**Clock nets**

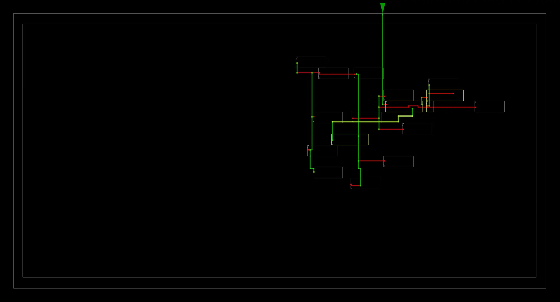
**Metal 2**

Drawn at 4 px/micron.
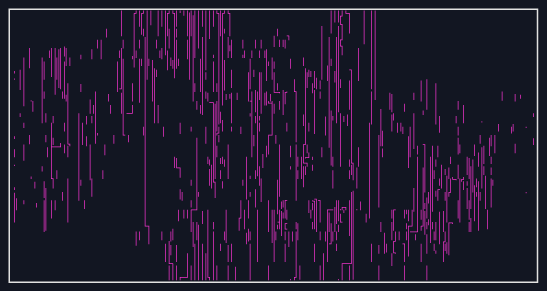
**Sequential cells grouped by signal name**

Drawn at 4 px/micron. Other sequential cells in the stronger grey, the rest of the logic in the fainter grey.
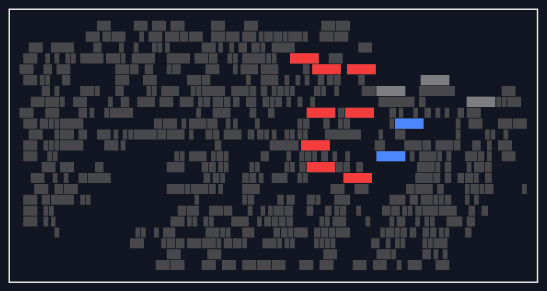
**Placement density heat map**

Drawn at 4 px/micron. The die is cut into 13 by 7 equal tiles; black is low, pale yellow is high, 0 to 100% covered.
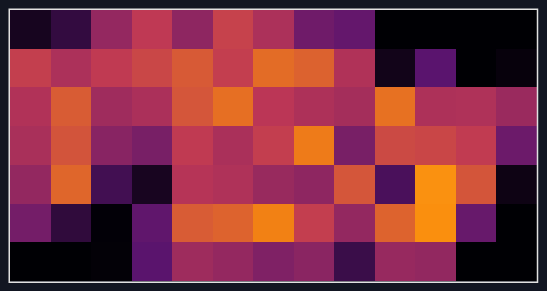
File: config.mk
export PLATFORM = sky130hd
export DESIGN_NAME = logic_unit_arbiter
export DESIGN_NICKNAME = d
export VERILOG_FILES = /design/src/rtl/leg_logic_pkg.sv /design/src/rtl/rr_picker.sv /design/src/rtl/logic_unit_arbiter.sv
export SDC_FILE = /design/constraint.sdc
export NUM_CORES = 1
export LEC_CHECK = 0
export ABC_AREA = 1
export CORE_ASPECT_RATIO = 0.5
export CORE_MARGIN = 2
export CORE_UTILIZATION = 30
export DETAILED_ROUTE_END_ITERATION = 12
export RECOVER_POWER = 100
export SYNTH_ARGS = -nofsm -noshare
export SYNTH_HDL_FRONTEND = slang
export SYNTH_SLANG_ARGS = --single-unit
File: constraint.sdc
create_clock -name clk -period 8.6 [get_ports clk]
set_input_delay 1.72 -clock clk [delete_from_list [all_inputs] [get_ports clk]]
set_output_delay 1.72 -clock clk [all_outputs]
set_load 0.05 [all_outputs]
File: src/rtl/leg_logic_pkg.sv
// leg_logic_pkg: opcodes and response-stage state shared by LEG logic units
package leg_logic_pkg;
  localparam logic [1:0] OP_AND = 2'b00, OP_OR = 2'b01, OP_XOR = 2'b10, OP_NAND = 2'b11;
  typedef enum logic {EMPTY, FULL} arb_state_t;
endpackage

File: src/rtl/rr_picker.sv
// rr_picker: one-hot round-robin pick searching upward from last+1
module rr_picker #(
  parameter int N = 4,
  localparam int W = $clog2(N)
) (
  input  logic [N-1:0] req,
  input  logic [W-1:0] last,
  output logic [N-1:0] gnt,
  output logic [W-1:0] idx
);
  logic [W-1:0] j;
  always_comb begin
    gnt = '0;
    idx = '0;
    j = '0;
    for (int k = N; k >= 1; k--) begin
      j = W'((int'(last) + k) % N);
      if (req[j]) begin
        gnt = '0;
        gnt[j] = 1'b1;
        idx = j;
      end
    end
  end
endmodule

File: src/rtl/logic_unit_arbiter.sv
// logic_unit_arbiter: round-robin sharing of one AND/OR/XOR/NAND unit with a registered response
module logic_unit_arbiter
  import leg_logic_pkg::*;
#(
  parameter int    UUID      = 0,
  parameter string NAME      = "",
  parameter int    BIT_WIDTH = 8,
  parameter int    NUM_REQ   = 4
) (
  input  logic                         clk,
  input  logic                         rst,
  input  logic [NUM_REQ-1:0]           req_valid,
  output logic [NUM_REQ-1:0]           req_ready,
  input  logic [2*NUM_REQ-1:0]         req_op,
  input  logic [NUM_REQ*BIT_WIDTH-1:0] req_a,
  input  logic [NUM_REQ*BIT_WIDTH-1:0] req_b,
  output logic                         rsp_valid,
  input  logic                         rsp_ready,
  output logic [2:0]                   rsp_id,
  output logic [BIT_WIDTH-1:0]         rsp_data
);
  localparam int IW = $clog2(NUM_REQ);
  if (BIT_WIDTH < 1 || BIT_WIDTH > 64 || NUM_REQ < 2 || NUM_REQ > 8 || UUID < 0) begin : g_bad_cfg
    $error("%s: unsupported parameters", NAME);
  end
  arb_state_t state, state_n;
  logic [IW-1:0] last, g;
  logic [NUM_REQ-1:0] gnt;
  logic free, acc;
  logic [1:0] op;
  logic [BIT_WIDTH-1:0] a, b, res;
  rr_picker #(.N(NUM_REQ)) u_pick (.req(req_valid), .last(last), .gnt(gnt), .idx(g));
  always_comb begin
    free = state == EMPTY || rsp_ready;
    req_ready = (free && !rst) ? gnt : '0;
    acc = |req_ready;
    op = req_op[2*int'(g) +: 2];
    a = req_a[int'(g)*BIT_WIDTH +: BIT_WIDTH];
    b = req_b[int'(g)*BIT_WIDTH +: BIT_WIDTH];
    res = op == OP_AND ? a & b : op == OP_OR ? a | b : op == OP_XOR ? a ^ b : ~(a & b);
    state_n = acc ? FULL : rsp_ready ? EMPTY : state;
  end
  always_ff @(posedge clk) begin
    if (rst) begin
      state <= EMPTY;
      last <= IW'(NUM_REQ - 1);
      rsp_id <= '0;
      rsp_data <= '0;
    end else begin
      state <= state_n;
      if (acc) begin
        last <= g;
        rsp_id <= 3'(g);
        rsp_data <= res;
      end
    end
  end
  assign rsp_valid = state == FULL;
endmodule

==> flow_metrics.py <==
# Physical implementation metrics
metrics = {
    "die": {
        "fp-utilization_pct": 30.8,
    },
    "cells_and_area": {
        "final_layout_size_suffix_gt1_share_pct": 13.0,
    },
    "final_timing": {
        "transition_at_the_pin_with_the_smallest_max_transition_slack_ns": 1.26,
        "slew_headroom_pct": 15.5,
        "timing.setup.tns_ns": 0,
    },
    "worst_hold_path": {
        "hold-path-endpoint": "rsp_id[0]",
    },
    "synth": {
        "ys_chip_area_sq_um": 2450,
        "portion_of_the_post_synthesis_area_used_by_sequential_elements_pct": 10.6,
        "synth_async_sr_flop_share_pct": 0,
        "main_area_contributors": "ha_1 (12%), dfxtp_1 (11%), nand2_1 (8.9%), a32oi_2 (8.6%), nand3_1 (8.6%)",
        "mappedNetlistArea_sq_um": 2450,
        "synthesis.nets": 496,
        "post_syn_instances": 394,
    },
    "critical_path": {
        "regToRegSetupSlack_ns": 3.53,
        "max_stage_delay_ns": 0.92,
        "setup.worst_path.start_class": "input port",
        "regToRegEndpoint": "rsp_data[1]",
        "worstPathRequired_ns": 8.77,
        "timing.critical_path.arrival_ns": 6.23,
        "rr_startpoint": "last[0]",
    },
    "outcome": {
        "run_status": "completed",
    },
    "run": {
        "log.warning_count": 40,
        "maxcap_violations": 0,
    },
    "place": {
        "dp.final_hpwl_microns": 5130,
        "port_buffers": 93,
    },
    "clock_tree": {
        "cts_root_buf": "clkbuf_16",
        "post_cts.resized_instances": 0,
    },
    "drt": {
        "number_of_nets_with_antenna_violations_after_detailed_routing": 0,
    },
    "global_routing": {
        "grtUsageTotal_pct": 13.9,
    },
}
Notes on 'clock nets' above:
# clk buffers: 3
clock net sink count: 13
clock latency on the worst-skew pair: 0.24 ns
CTS buffer count: 3
skew final: 0.00353 ns

Notes on 'metal 2' above:
nets with wire on the layer: 420
longest straight run: 47.2 microns
main direction: vertical
share of all routed wire: 43%
wire length on this layer: 2,770 microns
M2 GR Usage: 23.3%
Routed WL: 6420 microns
total vias in the final route: 2,595

Notes on 'sequential cells grouped by signal name' above:
[`rsp_data`] red | sequential cells: 8
[`last`] blue | sequential cells: 2
not coloured: 3
area taken by flip-flops and latches: 260 sq um

Notes on 'placement density heat map' above:
tiles over 75% full: 2.2%
nearly empty tiles: 14%
mean over tiles: 38%
emptiest ninth of the die: upper right
fullest tile: 76%
Core ar.: 7940 sq um
final core occ: 44.0%

-- cell families (layout without fill, tap and decap cells) --
logic type,count (synthesis),in the layout,share of synthesized area [%]
AOI/OAI and AO/OA,53,53,17.9
adders and majority gates,23,23,11.8
buffers and inverters,88,170,14.9
DFF,13,13,10.6
other,1,1,0.153
and+or+nand+nor,216,216,44.7
-- placed cells by master, fill, tap and decap left out, types with 2 or more instances in the layout --
cell and n:
nand3_1 42, nand2_1 61, inv_1 54, a21oi_1 11
a32oi_1 3, o21ai_0 18, ha_1 23, nand2_2 10
or2_1 15, or2_0 16, clkbuf_16 3, nand3b_1 5
o211ai_1 2, a32oi_2 13, dfxtp_1 13, or2_2 3
o21ai_1 3, nand2_4 5, nand4_1 2, nand3_2 4
inv_2 18, clkdlybuf4s50_1 77, dlygate4sd3_1 16, nor2_1 50
-- metrics by stage --
step           cell area (sq um)  setup WS, ns  hold slack (ns)  instances
2_1_floorplan               2450          4.14            0.649        394
3_3_place_gp                3430          3.04            0.452        584
3_5_place_dp                3430          3.02            0.462        584
4_1_cts                     3510          3.02            0.476        588
5_1_grt                     3500          1.97            0.509        588
6_report                    3500          2.55            0.472        588
-- how the worst max path moves through the flow --
stage                 startpoint            to  slack, ns  depth (start not counted)
finish              req_valid[1]   rsp_data[1]       2.55                         18
detailed placement  req_valid[3]  req_ready[2]       3.02                         11
global route        req_valid[1]   rsp_data[1]       1.97                         18
floorplan           req_valid[0]  req_ready[2]       4.14                          8
CTS                 req_valid[3]  req_ready[2]       3.02                         11
global placement    req_valid[3]  req_ready[2]       3.04                         11
-- per-layer routing --
metal | global-route usage (%) | up-vias | share of wire [%]
met3 | 1.70 | 0 | 3.4
met5 | 0 | - | 0
met2 | 23.3 | 43 | 43
met4 | 1.22 | 0 | 0
li1 | - | 1422 | -
met1 | 20.1 | 1130 | 53
-- tightest hold or removal path, cell delays in order, from the launching register on --
cell and delay, ns:
dfxtp_1 0.31, nand2_1 0.06, a21oi_1 0.05
-- layout make-up --
class,count,area (sq um),share of cell area [%]
clock buffers,3,75.1,2.15
clock inverters,1,5.00,0.143
inverters,73,277,7.91
multi-input cells,293,1810,51.7
flip-flops and latches,13,260,7.44
well taps,112,140,4.01
repair buffers,93,931,26.6
-- flip-flops by register name (all words and copies together), names as in the netlist --
register	flops
rsp_valid	1
last	2
rsp_id	2
rsp_data	8
-- Yosys cell counts, types with 11 or more instances --
cell type,n
nand2_1,58
nand2_2,12
or2_1,20
dfxtp_1,13
a32oi_2,13
a21oi_1,11
ha_1,23
nand3_1,42
or2_0,11
inv_2,20
nor2_1,50
inv_1,52
o21ai_0,18
